## src/rtl/dmem_responder_if.sv

```systemverilog
// rtl/dmem_responder_if.sv - request/response bundle between the datapath and the data-memory responder
//
// Groups the request channel (req_*), the response channel (rsp_*) and busy.
//   master : requester side (drives req_valid/we/addr/wdata/funct3, rsp_ready)
//   slave  : responder side (drives req_ready, rsp_valid/rdata/err, busy)
interface dmem_responder_if #(
    parameter int ADDR_W = 8
);
    logic              req_valid;
    logic              req_ready;
    logic              req_we;
    logic [ADDR_W-1:0] req_addr;
    logic [31:0]       req_wdata;
    logic [2:0]        req_funct3;
    logic              rsp_valid;
    logic              rsp_ready;
    logic [31:0]       rsp_rdata;
    logic              rsp_err;
    logic              busy;

    modport master (
        output req_valid, req_we, req_addr, req_wdata, req_funct3, rsp_ready,
        input  req_ready, rsp_valid, rsp_rdata, rsp_err, busy
    );

    modport slave (
        input  req_valid, req_we, req_addr, req_wdata, req_funct3, rsp_ready,
        output req_ready, rsp_valid, rsp_rdata, rsp_err, busy
    );
endinterface

```

## src/rtl/dmem_responder.sv

```systemverilog
// rtl/dmem_responder.sv - multi-cycle data-memory responder with RISC-V load/store sizing
//
// Accepts one request at a time, waits WAIT_CYCLES wait states, performs a
// byte/half/word access (funct3 sizing and sign handling), then holds the
// response until the requester takes it.
//   clk  : clock, rising edge
//   rst  : asynchronous reset, active-high
//   bus  : dmem_responder_if.slave (req_*, rsp_*, busy)
// Optional macro DMEM_MISALIGN_CHECK_EN: reject misaligned half/word accesses
// instead of silently aligning them.
module dmem_responder #(
    parameter int ADDR_W      = 8,
    parameter int WAIT_CYCLES = 2
) (
    input  logic             clk,
    input  logic             rst,
    dmem_responder_if.slave  bus
);
    localparam logic [1:0] ST_IDLE   = 2'd0;
    localparam logic [1:0] ST_WAIT   = 2'd1;
    localparam logic [1:0] ST_ACCESS = 2'd2;
    localparam logic [1:0] ST_RESP   = 2'd3;

    logic [1:0]        state;
    logic [3:0]        cnt;
    logic              lat_we;
    logic [ADDR_W-1:0] lat_addr;
    logic [31:0]       lat_wdata;
    logic [2:0]        lat_f3;
    logic              rsp_valid_q;
    logic [31:0]       rsp_rdata_q;
    logic              rsp_err_q;

    logic [31:0] mem [0:(2**(ADDR_W-2))-1];

    logic [31:0] word_rd;
    logic [7:0]  byte_sel;
    logic [15:0] half_sel;
    logic [31:0] load_data;
    logic [31:0] store_word;
    logic        legal;

    assign word_rd  = mem[lat_addr[ADDR_W-1:2]];
    assign half_sel = lat_addr[1] ? word_rd[31:16] : word_rd[15:0];

    always_comb begin
        byte_sel = word_rd[7:0];
        case (lat_addr[1:0])
            2'd0: byte_sel = word_rd[7:0];
            2'd1: byte_sel = word_rd[15:8];
            2'd2: byte_sel = word_rd[23:16];
            2'd3: byte_sel = word_rd[31:24];
            default: byte_sel = word_rd[7:0];
        endcase
    end

    // Unsigned size encodings (100/101) exist only for loads.
    always_comb begin
        legal = 1'b0;
        case (lat_f3)
            3'b000, 3'b001, 3'b010: legal = 1'b1;
            3'b100, 3'b101:         legal = !lat_we;
            default:                legal = 1'b0;
        endcase
`ifdef DMEM_MISALIGN_CHECK_EN
        if (lat_f3[1:0] == 2'b01 && lat_addr[0])
            legal = 1'b0;
        if (lat_f3[1:0] == 2'b10 && lat_addr[1:0] != 2'b00)
            legal = 1'b0;
`endif
    end

    always_comb begin
        load_data = 32'd0;
        case (lat_f3)
            3'b000:  load_data = {{24{byte_sel[7]}}, byte_sel};
            3'b100:  load_data = {24'd0, byte_sel};
            3'b001:  load_data = {{16{half_sel[15]}}, half_sel};
            3'b101:  load_data = {16'd0, half_sel};
            3'b010:  load_data = word_rd;
            default: load_data = 32'd0;
        endcase
    end

    // Read-modify-write merge: only the addressed lane(s) take new data.
    always_comb begin
        store_word = word_rd;
        case (lat_f3)
            3'b000: begin
                case (lat_addr[1:0])
                    2'd0: store_word[7:0]   = lat_wdata[7:0];
                    2'd1: store_word[15:8]  = lat_wdata[7:0];
                    2'd2: store_word[23:16] = lat_wdata[7:0];
                    2'd3: store_word[31:24] = lat_wdata[7:0];
                    default: store_word = word_rd;
                endcase
            end
            3'b001: begin
                if (lat_addr[1])
                    store_word[31:16] = lat_wdata[15:0];
                else
                    store_word[15:0] = lat_wdata[15:0];
            end
            3'b010:  store_word = lat_wdata;
            default: store_word = word_rd;
        endcase
    end

    // Storage has no reset; only the ACCESS cycle of a legal store writes it.
    always_ff @(posedge clk) begin
        if (state == ST_ACCESS && lat_we && legal)
            mem[lat_addr[ADDR_W-1:2]] <= store_word;
    end

    always_ff @(posedge clk or posedge rst) begin
        if (rst) begin
            state       <= ST_IDLE;
            cnt         <= 4'd0;
            lat_we      <= 1'b0;
            lat_addr    <= '0;
            lat_wdata   <= 32'd0;
            lat_f3      <= 3'd0;
            rsp_valid_q <= 1'b0;
            rsp_rdata_q <= 32'd0;
            rsp_err_q   <= 1'b0;
        end else begin
            case (state)
                ST_IDLE: begin
                    if (bus.req_valid) begin
                        lat_we    <= bus.req_we;
                        lat_addr  <= bus.req_addr;
                        lat_wdata <= bus.req_wdata;
                        lat_f3    <= bus.req_funct3;
                        if (WAIT_CYCLES == 0) begin
                            state <= ST_ACCESS;
                        end else begin
                            state <= ST_WAIT;
                            cnt   <= 4'(WAIT_CYCLES - 1);
                        end
                    end
                end
                ST_WAIT: begin
                    if (cnt == 4'd0)
                        state <= ST_ACCESS;
                    else
                        cnt <= cnt - 4'd1;
                end
                ST_ACCESS: begin
                    rsp_valid_q <= 1'b1;
                    rsp_rdata_q <= (legal && !lat_we) ? load_data : 32'd0;
                    rsp_err_q   <= !legal;
                    state       <= ST_RESP;
                end
                ST_RESP: begin
                    if (bus.rsp_ready) begin
                        rsp_valid_q <= 1'b0;
                        state       <= ST_IDLE;
                    end
                end
                default: state <= ST_IDLE;
            endcase
        end
    end

    assign bus.req_ready = (state == ST_IDLE);
    assign bus.busy      = (state != ST_IDLE);
    assign bus.rsp_valid = rsp_valid_q;
    assign bus.rsp_rdata = rsp_rdata_q;
    assign bus.rsp_err   = rsp_err_q;
endmodule
```

## src/flat_wrapper.sv

```systemverilog
// flat-port wrapper written by rule: the top's interface ports become plain ports
module dmem_responder_flat 
#(
    parameter int ADDR_W      = 8,
    parameter int WAIT_CYCLES = 2
)
  (clk, rst, bus_req_valid, bus_req_we, bus_req_addr, bus_req_wdata, bus_req_funct3, bus_rsp_ready, bus_req_ready, bus_rsp_valid, bus_rsp_rdata, bus_rsp_err, bus_busy);
  dmem_responder_if #(.ADDR_W(ADDR_W)) bus_i ();
  input  logic clk;
  input  logic rst;
  input wire logic [$bits(bus_i.req_valid)-1:0] bus_req_valid;
  input wire logic [$bits(bus_i.req_we)-1:0] bus_req_we;
  input wire logic [$bits(bus_i.req_addr)-1:0] bus_req_addr;
  input wire logic [$bits(bus_i.req_wdata)-1:0] bus_req_wdata;
  input wire logic [$bits(bus_i.req_funct3)-1:0] bus_req_funct3;
  input wire logic [$bits(bus_i.rsp_ready)-1:0] bus_rsp_ready;
  output wire logic [$bits(bus_i.req_ready)-1:0] bus_req_ready;
  output wire logic [$bits(bus_i.rsp_valid)-1:0] bus_rsp_valid;
  output wire logic [$bits(bus_i.rsp_rdata)-1:0] bus_rsp_rdata;
  output wire logic [$bits(bus_i.rsp_err)-1:0] bus_rsp_err;
  output wire logic [$bits(bus_i.busy)-1:0] bus_busy;
  assign bus_i.req_valid = bus_req_valid;
  assign bus_i.req_we = bus_req_we;
  assign bus_i.req_addr = bus_req_addr;
  assign bus_i.req_wdata = bus_req_wdata;
  assign bus_i.req_funct3 = bus_req_funct3;
  assign bus_i.rsp_ready = bus_rsp_ready;
  assign bus_req_ready = bus_i.req_ready;
  assign bus_rsp_valid = bus_i.rsp_valid;
  assign bus_rsp_rdata = bus_i.rsp_rdata;
  assign bus_rsp_err = bus_i.rsp_err;
  assign bus_busy = bus_i.busy;
  dmem_responder #(.ADDR_W(ADDR_W), .WAIT_CYCLES(WAIT_CYCLES)) u_core (.clk(clk), .rst(rst), .bus(bus_i));
endmodule
```

## config.mk

```make
export PLATFORM = sky130hd
export DESIGN_NAME = dmem_responder_flat
export DESIGN_NICKNAME = d
export VERILOG_FILES = /design/src/rtl/dmem_responder_if.sv /design/src/rtl/dmem_responder.sv /design/src/flat_wrapper.sv
export SDC_FILE = /design/constraint.sdc
export NUM_CORES = 2
export LEC_CHECK = 0
export ABC_AREA = 1
export CORE_ASPECT_RATIO = 0.7
export CORE_MARGIN = 2
export CORE_UTILIZATION = 55
export DETAILED_ROUTE_END_ITERATION = 10
export PLACE_DENSITY = 0.69
export SLEW_MARGIN = 20
export SYNTH_ARGS = -nofsm -noshare
export SYNTH_HDL_FRONTEND = slang
export SYNTH_SLANG_ARGS = --single-unit
```

## constraint.sdc

```tcl
create_clock -name clk -period 7.4 [get_ports clk]
set_clock_uncertainty 0.2 [all_clocks]
set_input_delay 0.74 -clock clk [delete_from_list [all_inputs] [get_ports clk]]
set_output_delay 0.74 -clock clk [all_outputs]
set_load 0.02 [all_outputs]
```

==> run summary <==
Critical path destination: u_core.mem[45][15]$_DFFE_PP_
count of H-tree levels built during CTS: 4
Antenna diodes: 1
number of maximum-capacitance constraint violations: 0
worst skew pair latency: 850 ps
class of the tightest hold or removal check: input pin to asynchronous set/reset pin
multi-input combinational area share: 0.231
met2 Use GR: 0.493
Max Clock Freq: 0.173 GHz
number of global-route vias before repair: 58700
cell total in the yosys stat output: 8319
fraction of final layout cells with drive strength greater than 1: 0.0900
result of the run: complete, no violations
total power: 48.9 mW
worst path arrival time: 6080 ps
max reg flops: 2048
clock tree from TritonCTS: yes
CP startpoint kind: register
relative area of clock buffers and inverters in the final design: 0.0595
setup slack at placement: 1870 ps
fraction of the yosys area taken by sequential cells: 0.705
time the final worst path needs with I/O delays and setup: 5790 ps
final core utilization: 0.617
clock tree root driver cell: sky130_fd_sc_hd__clkbuf_16
cell chain of the critical path: buf_4 -> nor2_4 -> buf_12 -> buf_4 -> nand3_1 -> nand2_1 -> o21ai_1 -> nand2_1 -> nor2_1 -> nand2_1 -> o21ai_0 -> o2111ai_4 -> buf_4
non-filler cells in the finished layout: 10700
Die Size: 167000 um^2
crit-path leading delay family: buffers and inverters
relative slew slack: 0.147
# rows: 124
most congested layer reported by global routing: met2
RePlAce Congestion: 0.975
largest net degree at the start of global routing: 153
number of non-clock buffers: 299
Hold Fails Final Rpt: 0
Yosys cell types: 35
Buf/Inv on CP: 4
Worst path slowest cell: sky130_fd_sc_hd__dfrtp_4
die width: 488 um
startpoint of the lowest-slack register-to-register path: u_core.lat_addr[3]$_DFFE_PP0P_
sequential share of cell area: 0.633
most instantiated logic cell after routing: sky130_fd_sc_hd__nand2_1
startpoint of the worst setup timing path: u_core.lat_addr[3]$_DFFE_PP0P_
Synthesis Warnings: 0
number of clock buffers in the layout: 243
endpoint of the worst-slack reg-to-reg timing path: u_core.mem[45][15]$_DFFE_PP_
number of synthesized flops with an enable pin: 2048
kind of capture point of the worst setup path: register
cell leakage power: 40.1 nW
Vert. Die Dim: 343 um
Worst Path Required: 7690 ps
mean instance size in the synthesized netlist: 10.8 um^2
Max Transition Viols Final: 0
GR Util met1: 0.489
Tool Warnings: 52
crit share post-route: 0.782
Dominant cell area share: 0.682
CTS Hold Buffers Added: 0
measured slew at the worst slew-check pin: 1270 ps
number of non-clock inverters: 576
placeable core area: 163000 um^2
largest area contributor in the synthesized netlist: sky130_fd_sc_hd__edfxtp_1
Area growth, synth to finish: 11.5%
ports placed on the boundary: 84
num sequential: 2132
routed length per placed instance: 26.6 um
most common logic cells in the final layout: sky130_fd_sc_hd__nand2_1 (3241), sky130_fd_sc_hd__edfxtp_1 (2048), sky130_fd_sc_hd__inv_1 (567)
maximum resistive drop on vdd: 723 uV
r2r setup slk: 1610 ps
vias per cell: 5.90
area share of buffers outside the clock network: 0.0280
CP Depth: 13
net count after synthesis: 8373
[metal layers]
metal	vias up	routed length, um
li1	27900	-
met1	30700	112000
met2	4134	123000
met3	548	38600
met4	6	11900
met5	-	31
[cells by family (layout without fill, tap and decap cells)]
kind of cell | after synthesis | in the layout | share of synthesized area
and+or+nand+nor | 4356 | 4356 | 0.193
DFF | 2132 | 2132 | 0.705
buffers and inverters | 1021 | 1225 | 0.0487
AOI/OAI and AO/OA | 780 | 780 | 0.0492
muxes | 23 | 23 | 0.00287
adders and majority gates | 6 | 6 | 0.000832
xor gates and xnor gates | 1 | 1 | 0.0000971
other | 0 | 1 | 0
[report_power, final]
group          total, mW  internal, mW  switching, mW
Sequential          19.3          19.0          0.319
Combinational       19.8          3.87           15.9
Clock               9.79          5.34           4.44
Total               48.9          28.2           20.7
**Signal wires by layer**

Only two layers are drawn.
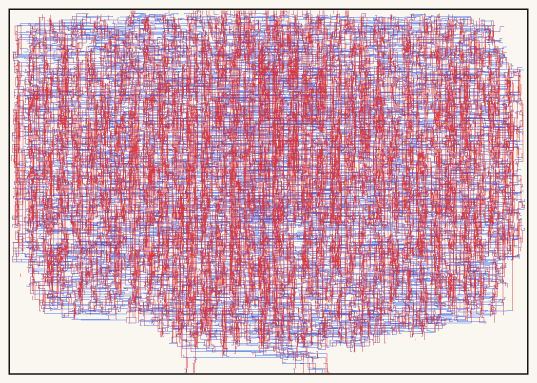
| layer | color | wire length |
|---|---|---|
| met1 | blue | 112 mm |
| met2 | red | 123 mm |
overall routed net length: 285000 um
overall routing resource usage: 0.338

**The metal 4 layer**

Cells faint in the background.
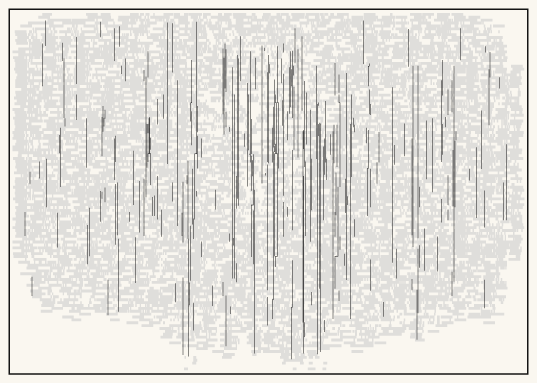
wire length on this layer: 11900 um
longest straight run: 236 um
nets with wire on the layer: 158
main direction: vertical
total number of vias: 63400

Power is estimated from default activity; no workload was simulated.
